### src/rtl/baud_config_ctrl_if.sv
// Host-side configuration and status bundle for baud_config_ctrl.
// The master modport belongs to the register/host and UART side; the controller uses slave.
interface baud_config_ctrl_if;
  logic        cfg_valid;
  logic [31:0] cfg_baud;
  logic        cfg_ready;
  logic        uart_idle;
  logic [31:0] baud_rate;
  logic [31:0] divisor;
  logic        gen_hold;
  logic        busy;
  logic        cfg_done;
  logic        cfg_err;

  modport master (
    output cfg_valid, cfg_baud, uart_idle,
    input  cfg_ready, baud_rate, divisor, gen_hold, busy, cfg_done, cfg_err
  );

  modport slave (
    input  cfg_valid, cfg_baud, uart_idle,
    output cfg_ready, baud_rate, divisor, gen_hold, busy, cfg_done, cfg_err
  );
endinterface

### src/rtl/baud_config_ctrl.sv
// Range-checks baud requests, divides CLK_FREQ over 32 cycles, waits for a quiet UART, then commits.
// Commit lands 34+GUARD_CYCLES cycles after accept; cfg_ready stays low while busy, with no request queue.
module baud_config_ctrl #(
  parameter int unsigned CLK_FREQ     = 50000000,
  parameter int unsigned MIN_BAUD     = 1200,
  parameter int unsigned MAX_BAUD     = 5000000,
  parameter int unsigned DEFAULT_BAUD = 9600,
  parameter int unsigned GUARD_CYCLES = 16
) (
  input  logic               clk,
  input  logic               rst,
  baud_config_ctrl_if.slave  bus
);

  typedef enum logic [2:0] {
    S_IDLE,
    S_CHECK,
    S_DIVIDE,
    S_WAIT_IDLE,
    S_APPLY,
    S_RELEASE
  } state_e;

  localparam logic [31:0] DIVIDEND   = 32'(CLK_FREQ);
  localparam logic [31:0] RST_BAUD   = 32'(DEFAULT_BAUD);
  localparam logic [31:0] RST_DIV    = 32'(CLK_FREQ / DEFAULT_BAUD);
  localparam logic [31:0] LO_BAUD    = 32'(MIN_BAUD);
  localparam logic [31:0] HI_BAUD    = 32'(MAX_BAUD);
  localparam logic [31:0] GUARD_LAST = 32'(GUARD_CYCLES - 1);

  state_e      state_q, state_d;
  logic [31:0] cap_q, cap_d;
  logic [31:0] baud_q, baud_d;
  logic [31:0] div_q, div_d;
  logic [32:0] rem_q, rem_d;
  logic [31:0] quo_q, quo_d;
  logic [4:0]  bit_q, bit_d;
  logic [31:0] idle_cnt_q, idle_cnt_d;

  logic        ready_c, hold_c, done_c, err_c;
  logic [33:0] rem_shift;
  logic        in_range;

  always_ff @(posedge clk) begin
    if (rst) begin
      state_q    <= S_IDLE;
      cap_q      <= '0;
      baud_q     <= RST_BAUD;
      div_q      <= RST_DIV;
      rem_q      <= '0;
      quo_q      <= '0;
      bit_q      <= '0;
      idle_cnt_q <= '0;
    end else begin
      state_q    <= state_d;
      cap_q      <= cap_d;
      baud_q     <= baud_d;
      div_q      <= div_d;
      rem_q      <= rem_d;
      quo_q      <= quo_d;
      bit_q      <= bit_d;
      idle_cnt_q <= idle_cnt_d;
    end
  end

  always_comb begin
    state_d    = state_q;
    cap_d      = cap_q;
    baud_d     = baud_q;
    div_d      = div_q;
    rem_d      = rem_q;
    quo_d      = quo_q;
    bit_d      = bit_q;
    idle_cnt_d = idle_cnt_q;
    ready_c    = 1'b0;
    hold_c     = 1'b0;
    done_c     = 1'b0;
    err_c      = 1'b0;

    // Restoring step: bring down the next dividend bit, MSB first.
    rem_shift = {rem_q, DIVIDEND[5'd31 - bit_q]};
    in_range  = (cap_q >= LO_BAUD) && (cap_q <= HI_BAUD);

    unique case (state_q)
      S_IDLE: begin
        ready_c = 1'b1;
        if (bus.cfg_valid) begin
          cap_d   = bus.cfg_baud;
          state_d = S_CHECK;
        end
      end
      S_CHECK: begin
        if (!in_range) begin
          err_c   = 1'b1;
          state_d = S_IDLE;
        end else if (cap_q == baud_q) begin
          done_c  = 1'b1;
          state_d = S_IDLE;
        end else begin
          rem_d   = '0;
          quo_d   = '0;
          bit_d   = '0;
          state_d = S_DIVIDE;
        end
      end
      S_DIVIDE: begin
        if (rem_shift >= {2'b00, cap_q}) begin
          rem_d = 33'(rem_shift - {2'b00, cap_q});
          quo_d = {quo_q[30:0], 1'b1};
        end else begin
          rem_d = 33'(rem_shift);
          quo_d = {quo_q[30:0], 1'b0};
        end
        bit_d = bit_q + 5'd1;
        if (bit_q == 5'd31) begin
          idle_cnt_d = '0;
          state_d    = S_WAIT_IDLE;
        end
      end
      S_WAIT_IDLE: begin
        // Any busy cycle restarts the quiet-period count.
        if (!bus.uart_idle) begin
          idle_cnt_d = '0;
        end else if (idle_cnt_q == GUARD_LAST) begin
          state_d = S_APPLY;
        end else begin
          idle_cnt_d = idle_cnt_q + 32'd1;
        end
      end
      S_APPLY: begin
        hold_c  = 1'b1;
        baud_d  = cap_q;
        div_d   = quo_q;
        state_d = S_RELEASE;
      end
      S_RELEASE: begin
        hold_c  = 1'b1;
        done_c  = 1'b1;
        state_d = S_IDLE;
      end
      default: begin
        state_d = S_IDLE;
      end
    endcase
  end

  assign bus.cfg_ready = ready_c;
  assign bus.busy      = (state_q != S_IDLE);
  assign bus.gen_hold  = hold_c;
  assign bus.cfg_done  = done_c;
  assign bus.cfg_err   = err_c;
  assign bus.baud_rate = baud_q;
  assign bus.divisor   = div_q;

endmodule

### src/flat_wrapper.sv
// flat-port wrapper written by rule: the top's interface ports become plain ports
module baud_config_ctrl_flat 
#(
  parameter int unsigned CLK_FREQ     = 50000000,
  parameter int unsigned MIN_BAUD     = 1200,
  parameter int unsigned MAX_BAUD     = 5000000,
  parameter int unsigned DEFAULT_BAUD = 9600,
  parameter int unsigned GUARD_CYCLES = 16
)
  (clk, rst, bus_cfg_valid, bus_cfg_baud, bus_uart_idle, bus_cfg_ready, bus_baud_rate, bus_divisor, bus_gen_hold, bus_busy, bus_cfg_done, bus_cfg_err);
  baud_config_ctrl_if bus_i ();
  input  logic clk;
  input  logic rst;
  input wire logic [$bits(bus_i.cfg_valid)-1:0] bus_cfg_valid;
  input wire logic [$bits(bus_i.cfg_baud)-1:0] bus_cfg_baud;
  input wire logic [$bits(bus_i.uart_idle)-1:0] bus_uart_idle;
  output wire logic [$bits(bus_i.cfg_ready)-1:0] bus_cfg_ready;
  output wire logic [$bits(bus_i.baud_rate)-1:0] bus_baud_rate;
  output wire logic [$bits(bus_i.divisor)-1:0] bus_divisor;
  output wire logic [$bits(bus_i.gen_hold)-1:0] bus_gen_hold;
  output wire logic [$bits(bus_i.busy)-1:0] bus_busy;
  output wire logic [$bits(bus_i.cfg_done)-1:0] bus_cfg_done;
  output wire logic [$bits(bus_i.cfg_err)-1:0] bus_cfg_err;
  assign bus_i.cfg_valid = bus_cfg_valid;
  assign bus_i.cfg_baud = bus_cfg_baud;
  assign bus_i.uart_idle = bus_uart_idle;
  assign bus_cfg_ready = bus_i.cfg_ready;
  assign bus_baud_rate = bus_i.baud_rate;
  assign bus_divisor = bus_i.divisor;
  assign bus_gen_hold = bus_i.gen_hold;
  assign bus_busy = bus_i.busy;
  assign bus_cfg_done = bus_i.cfg_done;
  assign bus_cfg_err = bus_i.cfg_err;
  baud_config_ctrl #(.CLK_FREQ(CLK_FREQ), .MIN_BAUD(MIN_BAUD), .MAX_BAUD(MAX_BAUD), .DEFAULT_BAUD(DEFAULT_BAUD), .GUARD_CYCLES(GUARD_CYCLES)) u_core (.clk(clk), .rst(rst), .bus(bus_i));
endmodule
### config.mk
export PLATFORM = sky130hd
export DESIGN_NAME = baud_config_ctrl_flat
export DESIGN_NICKNAME = d
export VERILOG_FILES = /design/src/rtl/baud_config_ctrl_if.sv /design/src/rtl/baud_config_ctrl.sv /design/src/flat_wrapper.sv
export SDC_FILE = /design/constraint.sdc
export NUM_CORES = 1
export LEC_CHECK = 0
export CAP_MARGIN = 0
export CELL_PAD_IN_SITES_DETAIL_PLACEMENT = 0
export CELL_PAD_IN_SITES_GLOBAL_PLACEMENT = 1
export CORE_MARGIN = 10
export CORE_UTILIZATION = 44
export DETAILED_ROUTE_END_ITERATION = 10
export PLACE_DENSITY = 0.93
export SYNTH_ARGS = -nofsm -noshare
export SYNTH_HDL_FRONTEND = slang
export SYNTH_SLANG_ARGS = --single-unit
### constraint.sdc
create_clock -name clk -period 5.7 [get_ports clk]
set_clock_uncertainty 0.15 [all_clocks]
set_input_delay 1.14 -clock clk [delete_from_list [all_inputs] [get_ports clk]]
set_output_delay 1.14 -clock clk [all_outputs]
set_load 0.01 [all_outputs]
==> images/wires.png <==
Bar = 50 um.
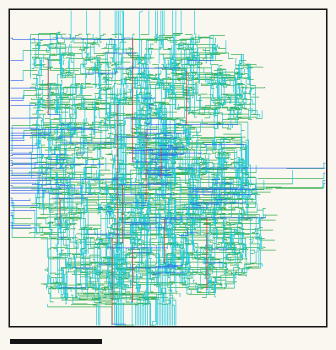
legend:
  metal 2:
    colour: cyan
    wire_length: 12700 um
  metal 3:
    colour: blue
    wire_length: 2000 um
  metal 1:
    colour: green
    wire_length: 13400 um
  metal 4:
    colour: red
    wire_length: 441 um

==> images/logic_types.png <==
Bar = 50 um.
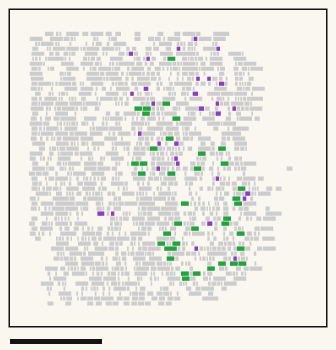
legend:
  fa/ha/maj cells:
    colour: green
    cells: 38
    most_used: ha_1
  and/or cells:
    colour: purple
    cells: 30
    most_used: or3_1
Top cell excl fill/tap: nand2_1
Final Non-Filler Cells: 1645
logic share of the area: 46.7%

==> CHANGELOG.md <==
### Changed

* RSZ-0062 raised after global routing: false
* Compound-Gate Fraction of Synth Area at 20.6%
* # setup viols final at 0
* Post-synth EDFFs at 0
* Most Crowded Layer GR: met2
* Max Cap Violations at 0
* Comb. pwr at 2.01 mW
* Vias in the first global route at 8689
* Outcome: finished clean
* Comb power frac at 39.1%
* Synthesized registers at 201
* Final instance area at 12100 um2
* Worst Path Class, Setup: flop to primary output
* DP HPWL at 20100 um
* Hold WS at 0.301 ns
* Syn nets at 1363
* Post-layout util at 53.2%
* Synth Area per Inst at 7.89 um2
* GR Util All Layers at 19.2%
* Pre-CTS setup slack at 1.84 ns
* H-tree level count at 1
* RR Endpoint: u_core.rem_q[29]
* Power Dens Cells at 426 nW/um2
* Grt met2 use at 30.0%
* Logic area at 5630 um2
* Number of I/O pins at 105
* Registers at 201
* Hold Crit Start: u_core.bus.divisor[29]
* AND/OR/NAND/NOR Cells, Area Fraction at 21.9%
* Skew-Pair Late Insertion Delay at 0.52 ns
* Mux cell area share at 0.590%
* Top cell area share at 39.5%
* Clock buf count at 27
* Die X at 172 um
* Placed cells at 1607
* Ys cells at 1289
* Pint at 3.19 mW
* Final Critical Period at 4.30 ns
==> images/detail.png <==
Bar = 5 um. Region (76, 110) to (96, 130) um. Cells in grey, sequential cells in the stronger grey; small squares are vias.
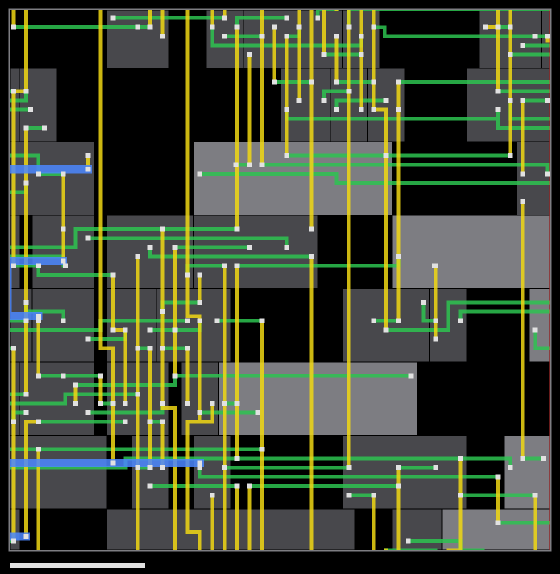
legend:
  metal 4:
    colour: red
  metal 2:
    colour: yellow
  metal 3:
    colour: blue
  metal 1:
    colour: green
netlist names of flops here include: `u_core.idle_cnt_q` (2)
sequential cells in the window: 4
most frequent: nand2_1 (6), dfxtp_1 (4)
cells with their middle in the window: 33

==> images/flops_by_reg.png <==
Bar = 50 um. Other sequential cells in the stronger grey, the rest of the logic in the fainter grey.
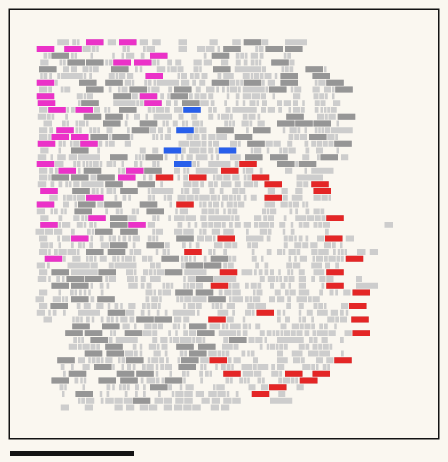
legend:
  `u_core.bus.divisor`:
    colour: magenta
    placed_flops: 32
  `u_core.bit_q`:
    colour: blue
    placed_flops: 5
  `u_core.rem_q`:
    colour: red
    placed_flops: 33

[registers in the layout, indices dropped and copies added (netlist names)]
| signal | flops |
|---|---|
| u_core.state_q | 3 |
| u_core.idle_cnt_q | 32 |
| u_core.bit_q | 5 |
| u_core.bus.baud_rate | 32 |
| u_core.cap_q | 32 |
| u_core.bus.divisor | 32 |
| u_core.quo_q | 32 |
| u_core.rem_q | 33 |
[cells in the final DEF (no fill, tap or decap), types with 5 or more instances in the layout]
cell / netlist / final
xor2_1: 27 / 27
a31oi_1: 5 / 5
nor3_1: 18 / 18
buf_4: 4 / 10
o21bai_1: 7 / 7
ha_1: 37 / 37
clkbuf_16: 0 / 22
nand2b_1: 11 / 11
a21oi_1: 133 / 133
or3_1: 9 / 9
clkdlybuf4s50_1: 0 / 103
dfxtp_1: 201 / 201
xnor2_1: 59 / 59
and3_1: 5 / 5
nand2_1: 258 / 257
and2_1: 6 / 5
inv_1: 48 / 48
a21o_1: 10 / 10
mux2i_1: 6 / 6
a22oi_1: 35 / 35
o21ai_0: 50 / 50
nand3_1: 26 / 26
nor2_1: 99 / 98
a2111oi_0: 5 / 5
o211ai_1: 16 / 16
nor4_1: 15 / 15
a211oi_1: 11 / 10
o21a_1: 5 / 5
o31ai_1: 5 / 5
nand4_1: 29 / 29
nor2b_1: 10 / 10
a22o_1: 15 / 15
[layer usage]
metal	wire [um]	up-vias
met5	0	-
met4	441	0
met3	2000	25
met2	12700	262
met1	13400	4351
li1	-	4603
[worst max-delay path, delay by kind of cell, from the launching register on]
kind | cells | cell delay, ns
AOI/OAI and AO/OA | 3 | 0.81
and+or+nand+nor | 3 | 0.78
buffers and inverters | 1 | 0.57
DFF | 1 | 0.35
Power figures rest on the tool's default switching activity, not on a simulated workload.
